===== config.mk =====
export PLATFORM = sky130hd
export DESIGN_NAME = pp_seq_flat
export DESIGN_NICKNAME = d
export VERILOG_FILES = /design/src/rtl/pp_pkg.sv /design/src/rtl/pp_seq_if.sv /design/src/rtl/pp_res_fifo.sv /design/src/rtl/pp_seq.sv /design/src/flat_wrapper.sv
export SDC_FILE = /design/constraint.sdc
export NUM_CORES = 1
export LEC_CHECK = 0
export ABC_AREA = 1
export CAP_MARGIN = 20
export CORE_AREA = 2 2 175 177
export DETAILED_ROUTE_END_ITERATION = 12
export DIE_AREA = 0 0 177 179
export PLACE_DENSITY = 0.65
export SETUP_SLACK_MARGIN = 0.15
export SYNTH_ARGS = -nofsm -noshare
export SYNTH_HDL_FRONTEND = slang
export SYNTH_SLANG_ARGS = --single-unit

===== constraint.sdc =====
create_clock -name clk -period 4.2 [get_ports clk]
set_input_delay 0.84 -clock clk [delete_from_list [all_inputs] [get_ports clk]]
set_output_delay 0.84 -clock clk [all_outputs]
set_load 0.02 [all_outputs]

===== src/rtl/pp_pkg.sv =====
// rtl/pp_pkg.sv - shared types for the pp core sequencer
package pp_pkg;

   localparam int NUM_SIZE = 32;

   typedef enum logic [3:0] {
      NOOP   = 4'b0000,
      FX_ADD = 4'b0001
   } op_e;

   typedef struct packed {
      logic [NUM_SIZE-1:0] data;
      logic                last;
      logic                err;
      logic                ovf;
   } res_t;

   // Per-beat bookkeeping that travels alongside the core pipeline
   typedef struct packed {
      logic is_add;
      logic last;
      logic err;
      logic ovf;
   } stg_t;

   function automatic logic add_ovf(input logic [NUM_SIZE-1:0] a, input logic [NUM_SIZE-1:0] b);
      logic [NUM_SIZE-1:0] s;
      s = a + b;
      return (a[NUM_SIZE-1] == b[NUM_SIZE-1]) && (s[NUM_SIZE-1] != a[NUM_SIZE-1]);
   endfunction

endpackage


===== src/rtl/pp_seq_if.sv =====
// rtl/pp_seq_if.sv - operand stream, result stream and core command lines of the sequencer
interface pp_seq_if #(parameter int NUM_SIZE = pp_pkg::NUM_SIZE);

   logic                s_valid;
   logic                s_ready;
   logic [3:0]          s_op;
   logic [NUM_SIZE-1:0] s_a;
   logic [NUM_SIZE-1:0] s_b;
   logic                s_last;

   logic [3:0]          pp_cmd;
   logic [NUM_SIZE-1:0] pp_in1;
   logic [NUM_SIZE-1:0] pp_in2;
   logic                pp_out;
   logic [NUM_SIZE-1:0] pp_out1;

   logic                m_valid;
   logic                m_ready;
   logic [NUM_SIZE-1:0] m_data;
   logic                m_last;
   logic                m_err;
   logic                m_ovf;

   modport master (
      input  s_valid, s_op, s_a, s_b, s_last,
      output s_ready,
      output pp_cmd, pp_in1, pp_in2,
      input  pp_out, pp_out1,
      output m_valid, m_data, m_last, m_err, m_ovf,
      input  m_ready
   );

   modport slave (
      output s_valid, s_op, s_a, s_b, s_last,
      input  s_ready,
      input  pp_cmd, pp_in1, pp_in2,
      output pp_out, pp_out1,
      input  m_valid, m_data, m_last, m_err, m_ovf,
      output m_ready
   );

endinterface


===== src/rtl/pp_res_fifo.sv =====
// rtl/pp_res_fifo.sv - result FIFO with a registered head entry
module pp_res_fifo
   import pp_pkg::*;
#(
   parameter int DEPTH = 4
) (
   input  logic                   clk,
   input  logic                   reset,
   input  logic                   push_i,
   input  res_t                   push_data_i,
   input  logic                   pop_i,
   output res_t                   head_o,
   output logic                   valid_o,
   output logic [$clog2(DEPTH):0] count_o,
   output logic                   empty_o,
   output logic                   full_o
);

   localparam int AW = $clog2(DEPTH);
   localparam logic [AW:0] FULL_C = (AW+1)'(DEPTH);
   localparam logic [AW:0] ONE_C  = (AW+1)'(1);

   res_t            mem_q [DEPTH];
   logic [AW-1:0]   wr_ptr_q, wr_ptr_d;
   logic [AW-1:0]   rd_ptr_q, rd_ptr_d;
   logic [AW:0]     count_q, count_d;
   res_t            head_q, head_d;
   logic            valid_q;

   // Head is precomputed from next-state pointers so the outputs leave a flop
   always_comb begin
      wr_ptr_d = wr_ptr_q + AW'(push_i);
      rd_ptr_d = rd_ptr_q + AW'(pop_i);
      count_d  = count_q;
      if (push_i && !pop_i) begin
         count_d = count_q + ONE_C;
      end else if (!push_i && pop_i) begin
         count_d = count_q - ONE_C;
      end
      if (count_d == '0) begin
         head_d = '0;
      end else if (push_i && (wr_ptr_q == rd_ptr_d)) begin
         head_d = push_data_i;
      end else begin
         head_d = mem_q[rd_ptr_d];
      end
   end

   always_ff @(posedge clk) begin
      if (push_i) begin
         mem_q[wr_ptr_q] <= push_data_i;
      end
   end

   always_ff @(posedge clk or posedge reset) begin
      if (reset) begin
         wr_ptr_q <= '0;
         rd_ptr_q <= '0;
         count_q  <= '0;
         head_q   <= '0;
         valid_q  <= 1'b0;
      end else begin
         wr_ptr_q <= wr_ptr_d;
         rd_ptr_q <= rd_ptr_d;
         count_q  <= count_d;
         head_q   <= head_d;
         valid_q  <= (count_d != '0);
      end
   end

   assign head_o  = head_q;
   assign valid_o = valid_q;
   assign count_o = count_q;
   assign empty_o = (count_q == '0);
   assign full_o  = (count_q == FULL_C);

endmodule


===== src/rtl/pp_seq.sv =====
// rtl/pp_seq.sv - command sequencer/initiator for the pp core; PP_SEQ_OVF_EN enables local overflow flagging
module pp_seq #(
   parameter int NUM_SIZE   = pp_pkg::NUM_SIZE,
   parameter int FIFO_DEPTH = 4
) (
   input  logic      clk,
   input  logic      reset,
   pp_seq_if.master  bus,
   input  logic      clear_sticky,
   output logic      busy,
   output logic      err_opcode,
   output logic      ovf_sticky
);

   import pp_pkg::*;

   localparam int CW = $clog2(FIFO_DEPTH) + 1;
   localparam logic [CW-1:0] DEPTH_C = CW'(FIFO_DEPTH);
   localparam logic ST_WAIT = 1'b0;
   localparam logic ST_RUN  = 1'b1;

   logic                state_q, state_d;
   logic                v1_q, v2_q;
   stg_t                s1_q, s1_d, s2_q;
   logic [3:0]          cmd_q;
   logic [NUM_SIZE-1:0] in1_q, in2_q;
   logic                err_q;
   logic                accept, acc_add, acc_noop, acc_ovf;
   logic [CW-1:0]       count, reserved;
   logic                fifo_empty, fifo_full, fifo_valid;
   logic                push, pop, dead;
   res_t                push_data, head;

   always_comb begin
      reserved  = count + {{(CW-1){1'b0}}, v1_q} + {{(CW-1){1'b0}}, v2_q};
      acc_add   = (bus.s_op == FX_ADD);
      acc_noop  = (bus.s_op == NOOP);
`ifdef PP_SEQ_OVF_EN
      acc_ovf   = acc_add && add_ovf(bus.s_a, bus.s_b);
`else
      acc_ovf   = 1'b0;
`endif
      s1_d      = '{is_add: acc_add, last: bus.s_last, err: !acc_add && !acc_noop, ovf: acc_ovf};
      // A beat whose core went away while it was in flight returns a poisoned zero
      dead      = s2_q.err || !bus.pp_out;
      push      = v2_q;
      push_data = '{data: (s2_q.is_add && !dead) ? bus.pp_out1 : '0,
                    last: s2_q.last, err: dead, ovf: s2_q.ovf && !dead};
      state_d   = bus.pp_out ? ST_RUN : ST_WAIT;
   end

   assign bus.s_ready = (state_q == ST_RUN) && !fifo_full && (reserved < DEPTH_C);
   assign accept      = bus.s_valid && bus.s_ready;
   assign pop         = fifo_valid && bus.m_ready;

   always_ff @(posedge clk or posedge reset) begin
      if (reset) begin
         state_q <= ST_WAIT;
         v1_q    <= 1'b0;
         v2_q    <= 1'b0;
         s1_q    <= '0;
         s2_q    <= '0;
         cmd_q   <= NOOP;
         in1_q   <= '0;
         in2_q   <= '0;
         err_q   <= 1'b0;
      end else begin
         state_q <= state_d;
         v1_q    <= accept;
         v2_q    <= v1_q;
         if (accept) begin
            s1_q  <= s1_d;
            cmd_q <= acc_add ? FX_ADD : NOOP;
            in1_q <= bus.s_a;
            in2_q <= bus.s_b;
         end else begin
            cmd_q <= NOOP;
         end
         if (v1_q) begin
            s2_q <= '{is_add: s1_q.is_add, last: s1_q.last,
                      err: s1_q.err || !bus.pp_out, ovf: s1_q.ovf};
         end
         err_q <= (accept && s1_d.err) || (err_q && !clear_sticky);
      end
   end

`ifdef PP_SEQ_OVF_EN
   logic ovf_q;
   always_ff @(posedge clk or posedge reset) begin
      if (reset) begin
         ovf_q <= 1'b0;
      end else begin
         ovf_q <= (push && push_data.ovf) || (ovf_q && !clear_sticky);
      end
   end
   assign ovf_sticky = ovf_q;
`else
   assign ovf_sticky = 1'b0;
`endif

   pp_res_fifo #(.DEPTH(FIFO_DEPTH)) u_fifo (
      .clk         (clk),
      .reset       (reset),
      .push_i      (push),
      .push_data_i (push_data),
      .pop_i       (pop),
      .head_o      (head),
      .valid_o     (fifo_valid),
      .count_o     (count),
      .empty_o     (fifo_empty),
      .full_o      (fifo_full)
   );

   assign bus.pp_cmd  = cmd_q;
   assign bus.pp_in1  = in1_q;
   assign bus.pp_in2  = in2_q;
   assign bus.m_valid = fifo_valid;
   assign bus.m_data  = head.data;
   assign bus.m_last  = head.last;
   assign bus.m_err   = head.err;
   assign bus.m_ovf   = head.ovf;
   assign busy        = v1_q || v2_q || !fifo_empty;
   assign err_opcode  = err_q;

endmodule


===== src/flat_wrapper.sv =====
// flat-port wrapper written by rule: the top's interface ports become plain ports
module pp_seq_flat import pp_pkg::*;
#(
   parameter int NUM_SIZE   = pp_pkg::NUM_SIZE,
   parameter int FIFO_DEPTH = 4
)
  (clk, reset, clear_sticky, busy, err_opcode, ovf_sticky, bus_s_valid, bus_s_op, bus_s_a, bus_s_b, bus_s_last, bus_s_ready, bus_pp_cmd, bus_pp_in1, bus_pp_in2, bus_pp_out, bus_pp_out1, bus_m_valid, bus_m_data, bus_m_last, bus_m_err, bus_m_ovf, bus_m_ready);
  pp_seq_if #(.NUM_SIZE(NUM_SIZE)) bus_i ();
  input  logic clk;
  input  logic reset;
  input  logic clear_sticky;
  output logic busy;
  output logic err_opcode;
  output logic ovf_sticky;
  input wire logic [$bits(bus_i.s_valid)-1:0] bus_s_valid;
  input wire logic [$bits(bus_i.s_op)-1:0] bus_s_op;
  input wire logic [$bits(bus_i.s_a)-1:0] bus_s_a;
  input wire logic [$bits(bus_i.s_b)-1:0] bus_s_b;
  input wire logic [$bits(bus_i.s_last)-1:0] bus_s_last;
  output wire logic [$bits(bus_i.s_ready)-1:0] bus_s_ready;
  output wire logic [$bits(bus_i.pp_cmd)-1:0] bus_pp_cmd;
  output wire logic [$bits(bus_i.pp_in1)-1:0] bus_pp_in1;
  output wire logic [$bits(bus_i.pp_in2)-1:0] bus_pp_in2;
  input wire logic [$bits(bus_i.pp_out)-1:0] bus_pp_out;
  input wire logic [$bits(bus_i.pp_out1)-1:0] bus_pp_out1;
  output wire logic [$bits(bus_i.m_valid)-1:0] bus_m_valid;
  output wire logic [$bits(bus_i.m_data)-1:0] bus_m_data;
  output wire logic [$bits(bus_i.m_last)-1:0] bus_m_last;
  output wire logic [$bits(bus_i.m_err)-1:0] bus_m_err;
  output wire logic [$bits(bus_i.m_ovf)-1:0] bus_m_ovf;
  input wire logic [$bits(bus_i.m_ready)-1:0] bus_m_ready;
  assign bus_i.s_valid = bus_s_valid;
  assign bus_i.s_op = bus_s_op;
  assign bus_i.s_a = bus_s_a;
  assign bus_i.s_b = bus_s_b;
  assign bus_i.s_last = bus_s_last;
  assign bus_s_ready = bus_i.s_ready;
  assign bus_pp_cmd = bus_i.pp_cmd;
  assign bus_pp_in1 = bus_i.pp_in1;
  assign bus_pp_in2 = bus_i.pp_in2;
  assign bus_i.pp_out = bus_pp_out;
  assign bus_i.pp_out1 = bus_pp_out1;
  assign bus_m_valid = bus_i.m_valid;
  assign bus_m_data = bus_i.m_data;
  assign bus_m_last = bus_i.m_last;
  assign bus_m_err = bus_i.m_err;
  assign bus_m_ovf = bus_i.m_ovf;
  assign bus_i.m_ready = bus_m_ready;
  pp_seq #(.NUM_SIZE(NUM_SIZE), .FIFO_DEPTH(FIFO_DEPTH)) u_core (.clk(clk), .reset(reset), .bus(bus_i), .clear_sticky(clear_sticky), .busy(busy), .err_opcode(err_opcode), .ovf_sticky(ovf_sticky));
endmodule

==> flow_summary_export.csv <==
group,metric,value,unit
setup_path,endpoint_kind,"output pin",
setup_path,path_max_fanout,10,
setup_path,crit_arrival,2.43,ns
logic_synthesis,ys_cells,1121,
sta,finalCritPeriodShare,77.8,%
sta,finalSetupViolCount,0,
floorplanning,die_h,179,µm
power,switching_power,4.05,mW
drt,drtIter0Drc,462,
setup_path,r2r_start,"u_core.u_fifo.valid_o$_DFF_PP0_",
sta,holdWs,0.468,ns
sta,setup-tns-final,0,ns
logic_synthesis,syn_avg_cell_area,9.66,µm²
clocking,cts_hold_buf,0,
final_layout,layout.non_clock_buffers,228,
worst_hold_path,holdCritStartpoint,"u_core.s1_q[3]$_DFFE_PP0P_",
place,dpl.hpwl,16.9,mm
clocking,cts.path.max_buffers,3,
sta,max_freq,0.306,GHz
power,switching_share,38.6,%
floorplanning,core-area,0.0300,mm²
clocking,insertion_delay,0.54,ns
setup_path,crit_path_start_kind,"register",
final_layout,flops,253,
setup_path,cpPeakStageDelay,0.64,ns
drt,via_per_inst,4.71,
setup_path,crit_top_cell,"nand2_1",
final_layout,nNonClkInverters,124,
logic_synthesis,synth_cells,1121,
logic_synthesis,synth.distinct_cells,25,
power,p_int,6.43,mW
logic_synthesis,postSynthSeqShare,64.7,%
place,port_buffers,209,
logic_synthesis,ys_sh_xor,0.0809,%
logic_synthesis,topCellsByArea,"edfxtp_1 38%, dfrtp_1 27%, nand2_1 14%, nand3_1 4.9%, inv_1 4.3%",
final_layout,top_register,"u_core.u_fifo.mem_q",
setup_path,reg2regPathDepth,11,
final_layout,area_growth,30.3,%
logic_synthesis,synth-edff-count,136,
power,power_leakage,6.47,nW
grt,grt_max_degree,68,
place,dpl.cell_count,1678,
logic_synthesis,yosys_warnings,0,
clocking,cts_root_buf,"clkbuf_16",
sta,finalCriticalPeriod,3.27,ns
power,p_comb,4.45,mW
worst_hold_path,min_path_type,"reg -> reg",
final_layout,clkCellAreaFrac,6.22,%
drt,top_layer_used,"met4",
logic_synthesis,top_cell,"nand2_1",
final_layout,final_cells,1728,
worst_hold_path,min_to,"u_core.s1_q[3]$_DFFE_PP0P_",
clocking,cts_setup_buffers,0,
clocking,cts_tree,"done",
final_layout,nMultiInputCombCells,677,
floorplanning,ios,215,
final_layout,nets,1424,
drt,dr_wl_met2,13.0,mm
final_layout,drive_gt1_share,5.86,%
setup_path,worstPathCellList,"ha_1 -> nand2_1 -> nand2_1 -> nand2_1 -> nand3_1 -> nand2_2 -> clkdlybuf4s50_1",
power,ir_drop,0.397,mV
final_layout,most-common-layout-cells,"394 x nand2_1, 208 x clkdlybuf4s50_1, 136 x edfxtp_1",
setup_path,path_class,"reg -> out",
final_layout,finalCoreUtilization,47.0,%
sta,skew,0.0171,ns
job,warnings,28,
power,p_seq,3.68,mW
floorplanning,nWellTaps,396,
floorplanning,fp_util,36.1,%
final_layout,sh_comb_area,21.4,%
grt,grt_overflow,0,
power,powerDensity,743,mW/mm²
floorplanning,dieWidth,177,µm
sta,tightest_slew,1.05,ns
setup_path,critical-path-top-delay-family,"buffers and inverters",
grt,grt_util_all_layers,17.0,%
grt,grt_pass1_vias,7980,
place,placed_cell_area,0.0132,mm²
clocking,cts_buffers,27,
clocking,ctsResizeCount,0,
clocking,cts_max_level,1,
logic_synthesis,yosys_area,0.0108,mm²
setup_path,slowest_stage,"clkdlybuf4s50_1",
place,gp_congestion,0.766,
final_layout,fillers,2747,
sta,slew_violations,0,
setup_path,crit_cells,7,
grt,busiest_layer,"met2",
logic_synthesis,synth_area,0.0108,mm²
power,seqPwrFrac,35.1,%
final_layout,largest_cell_class,"flip-flops and latches",
setup_path,ff2ff_setup_slack,1.70,ns
grt,grt_pass1_wl,42.4,mm
drt,drc_errors,0,
job,cap_violations,0,
logic_synthesis,ys_ff,253,
place,preCtsSetupSlack,0.841,ns
final_layout,diodes,0,
final_layout,final-nonclk-buf-share,15.9,%
setup_path,cp-endpoint,"bus_s_ready",
logic_synthesis,yosys.area_share.aoi,3.43,%
logic_synthesis,async_flop_share,46.2,%
power,clockPowerShare,22.4,%
setup_path,rr_endpoint,"u_core.u_fifo.head_o[24]$_DFF_PP0_",
drt,ant_nets,0,
drt,wl_met3,2.66,mm
drt,wl_met1,11.2,mm
sta,hold_viol,0,
power,power,10.5,mW
worst_hold_path,worstHoldPathCells,2,
grt,antenna_found_initial,1,
final_layout,seq_share,49.7,%
final_layout,final_common_cell,"nand2_1",
final_layout,logic_area,0.00302,mm²
floorplanning,rows,64,
drt,drtPass1Iterations,5,
logic_synthesis,synthFlopType,"edfxtp_1",
logic_synthesis,common_cells,"394 x nand2_1, 136 x edfxtp_1, 123 x inv_1, 117 x dfrtp_1, 107 x nand3_1",
floorplanning,die-area,0.0317,mm²
logic_synthesis,top_area_cell,"edfxtp_1",
sta,relSlewSlack,29.6,%
grt,globalRouteMet1Util,21.2,%
status,status,"finished, final reports clean",
==> images/met2.png <==
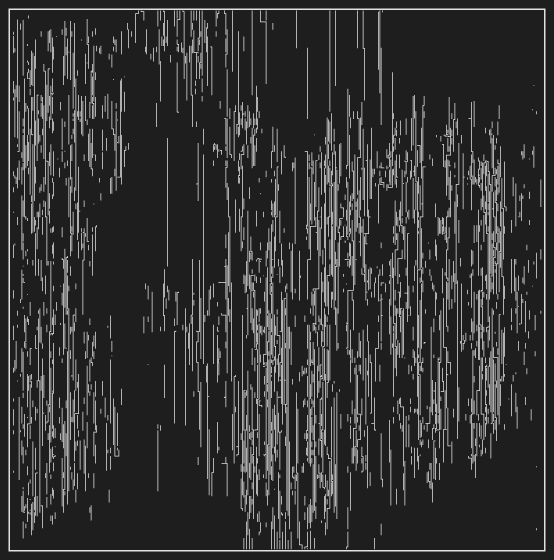
The layer holds 48% of the routed length. 1056 nets have wire on it. The longest straight run is 69.4 µm. The layer carries 13000 µm of wire.
Post-Route WL: 27.1 mm
GRT met2 Usage: 28.5%
Vias: 8141

==> images/met4.png <==
The bar under the picture is 50 µm long. Supply wires on this layer in grey.
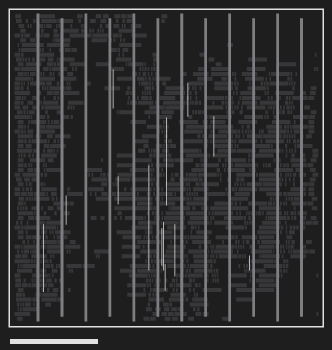
The longest straight run is 59.2 µm. The layer carries 343 µm of wire. 7 nets have wire on it.

==> images/final_clocks.png <==
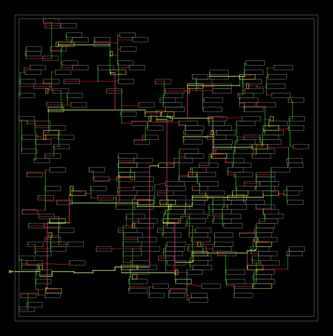
CTS sink count: 253
Clock Power: 2.35 mW
clk_buf instances: 36

==> images/met3.png <==
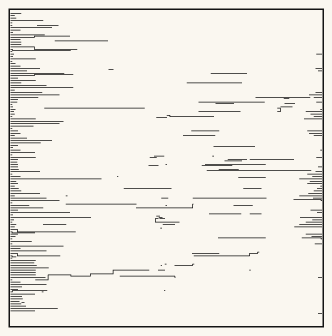
The layer holds 9.8% of the routed length. The layer carries 2660 µm of wire. 200 nets have wire on it.
met3 Track Usage GR: 5.62%

Power figures rest on the tool's default switching activity, not on a simulated workload.
